`config.mk`:
```
export PLATFORM = sky130hd
export DESIGN_NAME = data_cache
export DESIGN_NICKNAME = d
export VERILOG_FILES = /design/src/rtl/data_cache.sv
export SDC_FILE = /design/constraint.sdc
export NUM_CORES = 2
export LEC_CHECK = 0
export CELL_PAD_IN_SITES_DETAIL_PLACEMENT = 1
export CELL_PAD_IN_SITES_GLOBAL_PLACEMENT = 1
export CORE_ASPECT_RATIO = 1.25
export CORE_MARGIN = 2
export CORE_UTILIZATION = 53
export DETAILED_ROUTE_END_ITERATION = 8
export PLACE_DENSITY = 0.83
export SLEW_MARGIN = 20
export SYNTH_ARGS = -nofsm -noshare
export SYNTH_HDL_FRONTEND = slang
export SYNTH_SLANG_ARGS = --single-unit
```
`constraint.sdc`:
```
create_clock -name CLK -period 19.5 [get_ports CLK]
set_clock_uncertainty 0.15 [all_clocks]
set_input_delay 3.9 -clock CLK [delete_from_list [all_inputs] [get_ports CLK]]
set_output_delay 3.9 -clock CLK [all_outputs]
set_load 0.005 [all_outputs]
```
`src/rtl/data_cache.sv`:
```
// Direct-mapped, write-back, write-allocate data cache between the MEM stage and
// a 128-bit block memory. Misses stall the pipeline via C_BUSYWAIT.
module data_cache #(
    parameter int INDEX_BITS = 3
) (
    input  logic         CLK,
    input  logic         RESET,
    input  logic         C_READ,
    input  logic         C_WRITE,
    input  logic [31:0]  C_ADDRESS,
    input  logic [31:0]  C_WRITEDATA,
    input  logic [3:0]   C_BYTEEN,
    output logic [31:0]  C_READDATA,
    output logic         C_BUSYWAIT,
    output logic         M_READ,
    output logic         M_WRITE,
    output logic [27:0]  M_ADDRESS,
    output logic [127:0] M_WRITEDATA,
    input  logic [127:0] M_READDATA,
    input  logic         M_BUSYWAIT
);

    localparam int LINES    = 1 << INDEX_BITS;
    localparam int TAG_BITS = 28 - INDEX_BITS;

    typedef enum logic [1:0] {IDLE, WRITEBACK, ALLOCATE} state_t;

    state_t                 state_q;
    logic [LINES-1:0]       valid_q;
    logic [LINES-1:0]       dirty_q;
    logic [TAG_BITS-1:0]    tag_q  [LINES];
    logic [127:0]           data_q [LINES];
    logic [27:0]            miss_addr_q;
    logic                   fill_done_q;
    logic                   m_read_q;
    logic                   m_write_q;
    logic [27:0]            m_addr_q;
    logic [127:0]           m_wdata_q;

    logic [INDEX_BITS-1:0]  idx;
    logic [INDEX_BITS-1:0]  fill_idx;
    logic [TAG_BITS-1:0]    tag;
    logic [1:0]             word;
    logic                   req;
    logic                   hit;
    logic [127:0]           line_d;

    assign idx      = C_ADDRESS[INDEX_BITS+3:4];
    assign tag      = C_ADDRESS[31:INDEX_BITS+4];
    assign word     = C_ADDRESS[3:2];
    assign fill_idx = miss_addr_q[INDEX_BITS-1:0];
    assign req      = C_READ | C_WRITE;
    assign hit      = req & valid_q[idx] & (tag_q[idx] == tag);

    // The replay cycle after a fill still reports busy so the CPU sees the
    // request complete on the following hit cycle.
    assign C_BUSYWAIT = (state_q != IDLE) | fill_done_q | (req & ~hit);
    assign C_READDATA = (C_READ & ~C_WRITE & hit) ? data_q[idx][{word, 5'b0} +: 32] : 32'd0;

    assign M_READ      = m_read_q;
    assign M_WRITE     = m_write_q;
    assign M_ADDRESS   = m_addr_q;
    assign M_WRITEDATA = m_wdata_q;

    always_comb begin
        line_d = data_q[idx];
        for (int b = 0; b < 4; b++) begin
            if (C_BYTEEN[b]) begin
                line_d[{word, 5'b0} + 7'(8 * b) +: 8] = C_WRITEDATA[8*b +: 8];
            end
        end
    end

    always_ff @(posedge CLK) begin
        if (!RESET) begin
            state_q     <= IDLE;
            valid_q     <= '0;
            dirty_q     <= '0;
            miss_addr_q <= '0;
            fill_done_q <= 1'b0;
            m_read_q    <= 1'b0;
            m_write_q   <= 1'b0;
            m_addr_q    <= '0;
            m_wdata_q   <= '0;
        end else begin
            case (state_q)
                IDLE: begin
                    fill_done_q <= 1'b0;
                    if (hit && C_WRITE) begin
                        data_q[idx]  <= line_d;
                        dirty_q[idx] <= 1'b1;
                    end else if (req && !hit) begin
                        // Latch the miss so a withdrawn request still completes its fill.
                        miss_addr_q <= C_ADDRESS[31:4];
                        if (valid_q[idx] && dirty_q[idx]) begin
                            state_q   <= WRITEBACK;
                            m_write_q <= 1'b1;
                            m_addr_q  <= {tag_q[idx], idx};
                            m_wdata_q <= data_q[idx];
                        end else begin
                            state_q  <= ALLOCATE;
                            m_read_q <= 1'b1;
                            m_addr_q <= C_ADDRESS[31:4];
                        end
                    end
                end
                WRITEBACK: begin
                    if (!M_BUSYWAIT) begin
                        state_q   <= ALLOCATE;
                        m_write_q <= 1'b0;
                        m_read_q  <= 1'b1;
                        m_addr_q  <= miss_addr_q;
                    end
                end
                ALLOCATE: begin
                    if (!M_BUSYWAIT) begin
                        data_q[fill_idx]  <= M_READDATA;
                        tag_q[fill_idx]   <= miss_addr_q[27:INDEX_BITS];
                        valid_q[fill_idx] <= 1'b1;
                        dirty_q[fill_idx] <= 1'b0;
                        m_read_q          <= 1'b0;
                        fill_done_q       <= 1'b1;
                        state_q           <= IDLE;
                    end
                end
                default: state_q <= IDLE;
            endcase
        end
    end

endmodule

```
port_nets.png
(1 px per um)
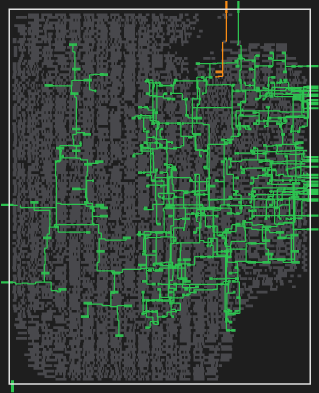
green -> C_ADDRESS  # bits 32, direction input, edge 27 right, 2 bottom, 2 left, 1 top, end cells 406, buffers 37, wire 8,910 um
orange -> M_WRITE  # bits 1, direction output, edge top, end cells 1, buffers 1, wire 73.6 um

metal_stack.png
(1 px per um)
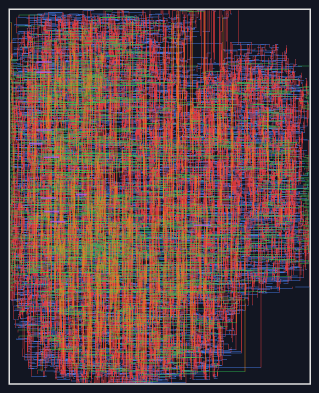
red -> met2  # wire length 105 mm
green -> met3  # wire length 30.6 mm
orange -> met4  # wire length 18,000 um
purple -> met5  # wire length 133 um
blue -> met1  # wire length 74.1 mm

final_clocks.png
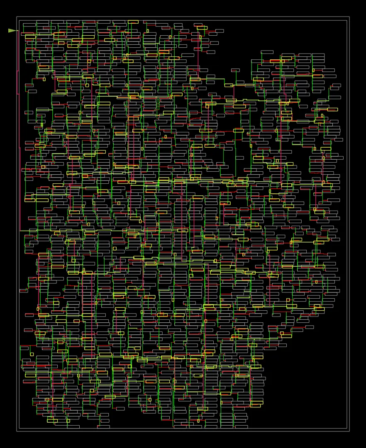
clk pwr: 2880 uW
clk sinks: 1,429
Late-Pin Clk Latency: 0.81 ns
Inserted Clock Buffers: 138
flop count: 1,429

==> results.yml <==
# implementation run metrics
finish:
  area_growth_pct: 17.8
  final_cells: 5847
  antenna_cells: 2
  buffer_area_share_pct: 6.92
  sh_seq_area_pct: 60.0
  n_all_inverters: 44
critical_path:
  rrSetupSlack_ns: 13.81
  end_kind: "output port"
  critical_path.max_fanout: 42
  critPathArrivalTime_ns: 9.22
  crit_end: "C_READDATA[0]"
  cp_slowest_cell: "or4_4"
  startpoint: "C_ADDRESS[5]"
floorplan:
  n_tap_cell: 1438
  rows: 135
  fp_util_pct: 53.4
drt:
  dr.pass1.iters: 8
  ant_nets: 0
  viasPerCell: 7.31
sta:
  fmax_ghz: 0.0754
  rsz0062_at_grt: "false"
grt:
  grt_start_max_net_pins: 164
  busiest_layer: "met2"
  met3_usage_pct: 11.9
  antenna_found_initial: 15
clock_network:
  cts-hold-fix-buffers: 0
min_path:
  hold_class: "reg2reg"
  hold_path_end: "valid_q[2]"
synthesis:
  mux_share_pct: 4.98
  synth_cells: 3970
  numSynthFlops: 1429
  ys_sh_simple_pct: 8.18
  synth.logic.top_family: "AND-OR/OR-AND gates"
  synth-xor-area-share_pct: 0.197
  syn_area_sq_um: 57800
run_status:
  status: "finished clean"
pwr:
  power_density_nw_per_um2: 102
-- metrics by stage --
stage          setup WS (ns)  instance area [sq um]
2_1_floorplan           7.23                  57800
3_5_place_dp            6.29                  63300
6_report                6.23                  68100
4_1_cts                 6.24                  68000
5_1_grt                 6.11                  68100
3_3_place_gp            6.43                  63200
-- state kept, by name, indices dropped and copies added, names as in the netlist --
register,count
data_q,1024
tag_q,200
M_WRITEDATA,128
M_ADDRESS,28
miss_addr_q,28
dirty_q,8
valid_q,8
state_q,2
M_READ,1
M_WRITE,1
fill_done_q,1
-- power breakdown --
part           leakage (uW)  switching [uW]  internal, uW
Clock               0.00232            1250          1630
Combinational       0.00686             417           181
Sequential           0.0127            27.9          3410
Total                0.0219            1690          5220
Power is estimated from default activity; no workload was simulated.
